==> config.mk <==
export PLATFORM = sky130hd
export DESIGN_NAME = metronome_bar
export DESIGN_NICKNAME = d
export VERILOG_FILES = /design/src/rtl/metronome_bar_pkg.sv /design/src/rtl/metronome_bar_seq_divider.sv /design/src/rtl/metronome_bar.sv
export SDC_FILE = /design/constraint.sdc
export NUM_CORES = 1
export LEC_CHECK = 0
export CAP_MARGIN = 10
export CORE_MARGIN = 3
export CORE_UTILIZATION = 40
export DETAILED_ROUTE_END_ITERATION = 7
export SYNTH_ARGS = -nofsm -noshare
export SYNTH_HDL_FRONTEND = slang
export SYNTH_SLANG_ARGS = --single-unit
export TNS_END_PERCENT = 20
==> constraint.sdc <==
create_clock -name i_clk -period 8.9 [get_ports i_clk]
set_input_delay 1.335 -clock i_clk [delete_from_list [all_inputs] [get_ports i_clk]]
set_output_delay 1.335 -clock i_clk [all_outputs]
set_load 0.02 [all_outputs]
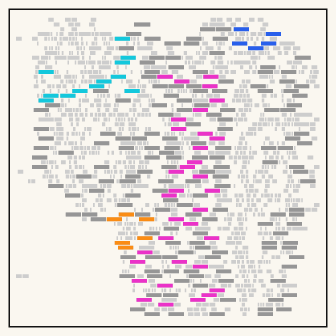
Figure 1: run 1, where the registers sit.
Other sequential cells in the stronger gray, the rest of the logic in the fainter gray.
legend:
  cyan:
    name_in_the_netlist: u_div.div_r
    flops: 12
  blue:
    name_in_the_netlist: o_beat_idx
    flops: 5
    where: upper right
  magenta:
    name_in_the_netlist: pending_r
    flops: 34
    where: a vertical strip down the middle
  orange:
    name_in_the_netlist: u_div.cnt_r
    flops: 6
not colored: 160
Flop+latch power: 1.28 mW
fin util: 46.61%
Sequential Area: 5451 um^2

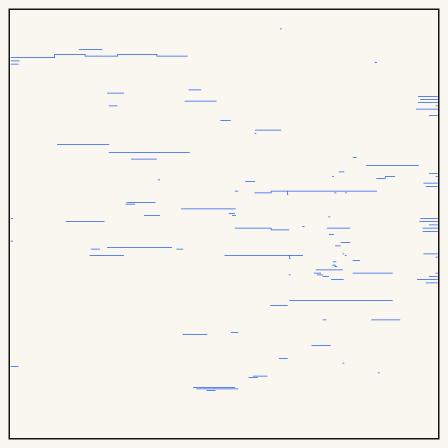
Figure 2: run 1, met3 routing.
longest straight run: 44.6 um
nets with wire on the layer: 63
main direction: horizontal
wire length on this layer: 781 um
share of all routed wire: 3.0%
Vias: 9037
total wire length: 26.21 mm
GR Util met3: 2.094%

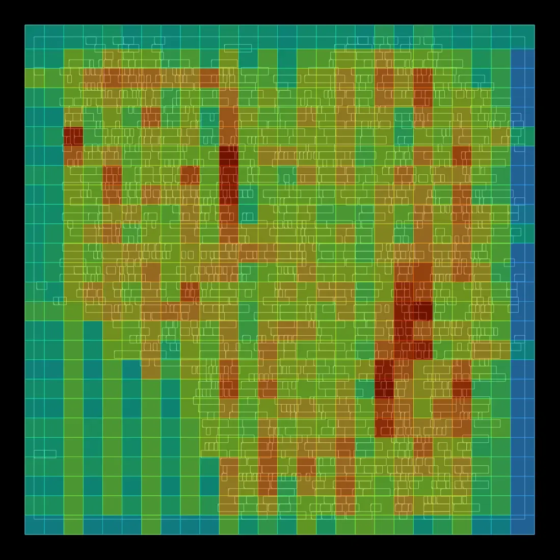
Figure 3: run 1, congestion heat map.
met2 GRT Util: 25.94%
Total GRT Usage: 16.02%
post-detailed-route wirelength per cell: 15.26 um
met1 usage: 22.96%
busiest grt layer: met2

==> impl_metrics.py, run 1 <==
# Metrics from the implementation run
metrics = {
    "final_timing": {
        "timing.hold.ws_ps": 480.6,
        "layout_setup_ws_ps": 3825,
        "skew_ps": 24.22,
        "fin_crit_sh_pct": 57.02,
        "max_slew.worst_pin.slew_ps": 1004,
        "fmax_mhz": 197.0,
    },
    "worst_setup_path": {
        "start_kind": "primary input",
        "path_buffers": 1,
        "crit_family": "AND-OR/OR-AND gates",
        "crit_required_ps": 9260,
        "slowest_stage": "fa_1",
        "path_class": "primary input to flop",
        "cp_common_cell": "o21ai_0",
    },
    "finish": {
        "mostFrequentLayoutCell": "dfrtp_1",
        "nFillCells": 2778,
        "seq-cell-share_pct": 39.15,
        "mostFrequentLayoutCells": "dfrtp_1, nand2_1, nor2_1",
        "final_cells": 1718,
        "logic_area_um2": 6316,
        "finalNetCount": 1377,
        "comb_share_pct": 45.35,
    },
    "worst_hold_path": {
        "hold_path_depth": 2,
    },
    "power_and_ir_drop": {
        "power.share.clock_pct": 31.7,
        "intPower_mw": 2.031,
        "peakVddDrop_uv": 132.5,
        "p_sw_uw": 954.7,
    },
    "drt": {
        "drt_iter0_drc": 532,
        "met3_length_um": 780,
        "wl_met1_mm": 12.84,
    },
    "status": {
        "run_status": "completed",
    },
    "yosys": {
        "ys_seq_share_pct": 44.49,
        "synthFlopType": "dfrtp_1",
        "synth_cell_types": 76,
        "ys_chip_area_um2": 12250,
        "fp_nets": 1336,
        "yosysWarningCount": 0,
    },
    "cts": {
        "post-cts-setup-buffers": 0,
        "cts_max_level": 1,
    },
    "floorplanning": {
        "dieArea_um2": 32760,
        "fp.coreArea_um2": 29870,
        "dieHeight_um": 181.0,
        "ioPinCount": 64,
    },
    "flow_run": {
        "tool_warnings": 29,
    },
    "global_route": {
        "overflow": 0,
    },
    "placed_design": {
        "gp_congestion": 0.8959,
    },
}
## run 1: power groups by stage
stage               Clock [mW]  Sequential [mW]  Combinational (mW)
floorplan                    0             1.27               0.598
global placement             0             1.29               0.753
detailed placement           0             1.30               0.761
CTS                      0.976             1.28               0.765
global route              1.01             1.31               0.866
finish                   0.946             1.28               0.758
## run 1: cells in the mapped netlist (all sizes together) (3+ instances only)
master / n / area, um^2
dfstp: 16 / 420.4
and2: 7 / 43.79
o32ai: 3 / 26.28
o21bai: 4 / 30.03
nand2b: 22 / 137.6
nor4: 26 / 168.9
a21o: 12 / 90.09
nand4: 14 / 87.58
a31oi: 3 / 33.78
mux2i: 11 / 110.1
nor4b: 6 / 52.55
mux2: 80 / 908.4
o31ai: 9 / 67.56
buf: 11 / 77.56
nor3: 26 / 146.4
o21ai: 69 / 345.3
nand3: 35 / 180.2
dfrtp: 201 / 5030
and4: 4 / 35.03
a21boi: 4 / 30.03
fa: 9 / 180.2
or2: 7 / 43.79
a211oi: 6 / 45.04
xnor2: 60 / 525.5
o211a: 5 / 50.05
or4: 7 / 52.55
nand2: 169 / 636.9
or3: 9 / 56.30
a31o: 7 / 61.31
xor2: 51 / 446.7
nor2: 109 / 409.1
and3: 17 / 106.4
or4b: 4 / 43.79
nor2b: 11 / 68.82
ha: 37 / 462.9
inv: 63 / 236.5
a21oi: 29 / 145.1
clkbuf: 44 / 165.2
o22ai: 27 / 168.9
o211ai: 7 / 52.55
## run 1: cells by family (layout without fill, tap and decap cells)
group / after synthesis / count (layout) / synth area share, %
simple gates: 481 / 481 / 19.14
flops: 217 / 217 / 44.49
compound gates: 203 / 203 / 10.84
buf+inv: 119 / 178 / 3.943
xor+xnor: 111 / 111 / 7.937
mux: 91 / 91 / 8.315
fa+ha+maj: 47 / 47 / 5.332
Figure 4. Pin placement (run 1).
Pins as bars across the die edge, other pins in gray.
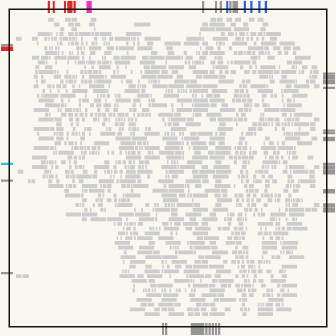

==> run 1 -> run 2 <==
==> constraint.sdc (replaced) <==
create_clock -name i_clk -period 4.1 [get_ports i_clk]
set_input_delay 0.615 -clock i_clk [delete_from_list [all_inputs] [get_ports i_clk]]
set_output_delay 0.615 -clock i_clk [all_outputs]
set_load 0.02 [all_outputs]
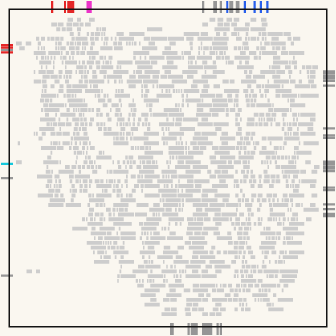
Figure 5: run 2, pin placement.
Pins as bars across the die edge, other pins in gray.
legend:
  blue:
    port: o_beat_idx
    pins: 5
    direction: output
    edge: top
  magenta:
    port: i_subdiv
    pins: 3
    direction: input
    edge: top
  red:
    port: i_bpm
    pins: 9
    direction: input
    edge: 6 top, 3 left
  cyan:
    port: o_busy
    pins: 1
    direction: output
    edge: left
count of input and output buffers: 63
Vert. Die Dim: 181.0 um
Die X: 181.0 um

==> impl_metrics.py, run 2 <==
# Metrics from the implementation run
metrics = {
    "status": {
        "run_status": "completed",
    },
    "final_timing": {
        "layout_setup_ws_ps": 182.2,
        "skew_ps": 16.25,
        "timing.hold.ws_ps": 480.1,
        "max_slew.worst_pin.slew_ps": 882.9,
        "fmax_mhz": 255.2,
        "hold_viol": 0,
    },
    "finish": {
        "mostFrequentLayoutCell": "dfrtp_1",
        "drive_above_1_share_pct": 16.61,
        "finalNetCount": 1428,
        "final_cells": 1769,
        "mostFrequentLayoutCells": "dfrtp_1, nand2_1, nor2_1",
    },
    "floorplanning": {
        "ioPinCount": 64,
        "initial_utilization_pct": 41.00,
        "dieArea_um2": 32760,
        "fp.coreArea_um2": 29870,
    },
    "power_and_ir_drop": {
        "peakVddDrop_uv": 324.1,
        "p_sw_mw": 2.101,
        "power.share.clock_pct": 35.5,
        "intPower_mw": 4.878,
    },
    "global_route": {
        "met3_usage_pct": 2.074,
    },
    "yosys": {
        "synth_area_leader_cell": "dfrtp_1",
        "ys_seq_share_pct": 44.49,
        "ys_chip_area_um2": 12250,
        "yosysTopAreaCellShare_pct": 41.06,
        "top_cells_by_area": "dfrtp_1, mux2_2, nand2_1",
        "yosysWarningCount": 0,
        "yosysMostFrequentCell": "dfrtp_1",
        "synthFlopType": "dfrtp_1",
        "synth.top_cells.by_count": "dfrtp_1, nand2_1, nor2_1",
    },
    "drt": {
        "via_count": 9233,
        "drt_iter0_drc": 609,
        "wl_mm": 26.83,
    },
    "worst_setup_path": {
        "path_buffers": 3,
        "worst-path-max-fanout": 4,
        "start_kind": "primary input",
        "crit_required_ps": 4490,
        "path_class": "primary input to flop",
        "slowest_stage": "fa_1",
        "crit_family": "AND-OR/OR-AND gates",
    },
    "flow_run": {
        "tool_warnings": 27,
    },
    "cts": {
        "cts_max_level": 1,
    },
    "placed_design": {
        "gp_congestion": 0.9053,
    },
    "worst_hold_path": {
        "hold_path_depth": 2,
    },
}
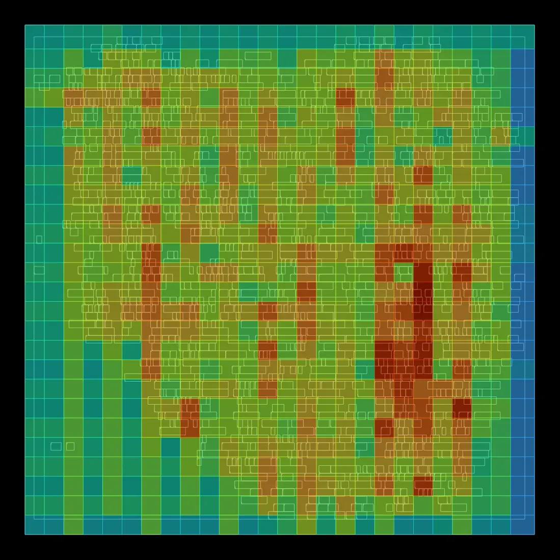
Figure 6: run 2, congestion heat map.
fin util: 48.77%
met1 usage: 23.52%
Total GRT Usage: 16.24%
met2 GRT Util: 25.82%
post-detailed-route wirelength per cell: 15.17 um

==> run 2: cell counts after synthesis <==
No cell type changed its count.
==> run 2: layout make-up <==
type | count | area [um^2]
repair buffers | 120 | 1104
flip-flops and latches | 217 | 5451
well taps | 390 | 488.0
clock inverters | 15 | 264.0
clock buffers | 30 | 654.4
inverters | 64 | 244.0
fillers | 2775 | 15300
multi-input cells | 933 | 6365
==> run 2: timing repair <==
item / in CTS / in global routing
gates resized: 0 / 16
buffers inserted: 0 / 2
hold buffers: 0 / 0
endpoints found under the setup margin: 0 / 30
==> run 2: power by group through the flow <==
| stage | Combinational, mW | Clock, mW | Sequential (mW) |
|---|---|---|---|
| after floorplan | 1.30 | 0 | 2.75 |
| after global placement | 1.70 | 0 | 2.80 |
| after detailed placement | 1.72 | 0 | 2.80 |
| after CTS | 1.74 | 2.54 | 2.77 |
| after global routing | 1.97 | 2.64 | 2.82 |
| final | 1.73 | 2.48 | 2.77 |
==> run 2: kinds of logic (layout without fill, tap and decap cells) <==
| group | after synthesis | after routing | synth area share, % |
|---|---|---|---|
| and+or+nand+nor | 481 | 481 | 19.14 |
| AOI/OAI and AO/OA | 203 | 203 | 10.84 |
| DFF | 217 | 217 | 44.49 |
| xor gates and xnor gates | 111 | 111 | 7.937 |
| adders and majority gates | 47 | 47 | 5.332 |
| buffers and inverters | 119 | 229 | 3.943 |
| muxes | 91 | 91 | 8.315 |
==> run 2: per-layer routing <==
| metal | vias to the layer above | share of wire (%) |
|---|---|---|
| li1 | 4595 | - |
| met1 | 4459 | 49 |
| met2 | 131 | 45 |
| met3 | 48 | 2.7 |
| met4 | 0 | 2.8 |
| met5 | - | 0 |
Power is estimated from default activity; no workload was simulated.
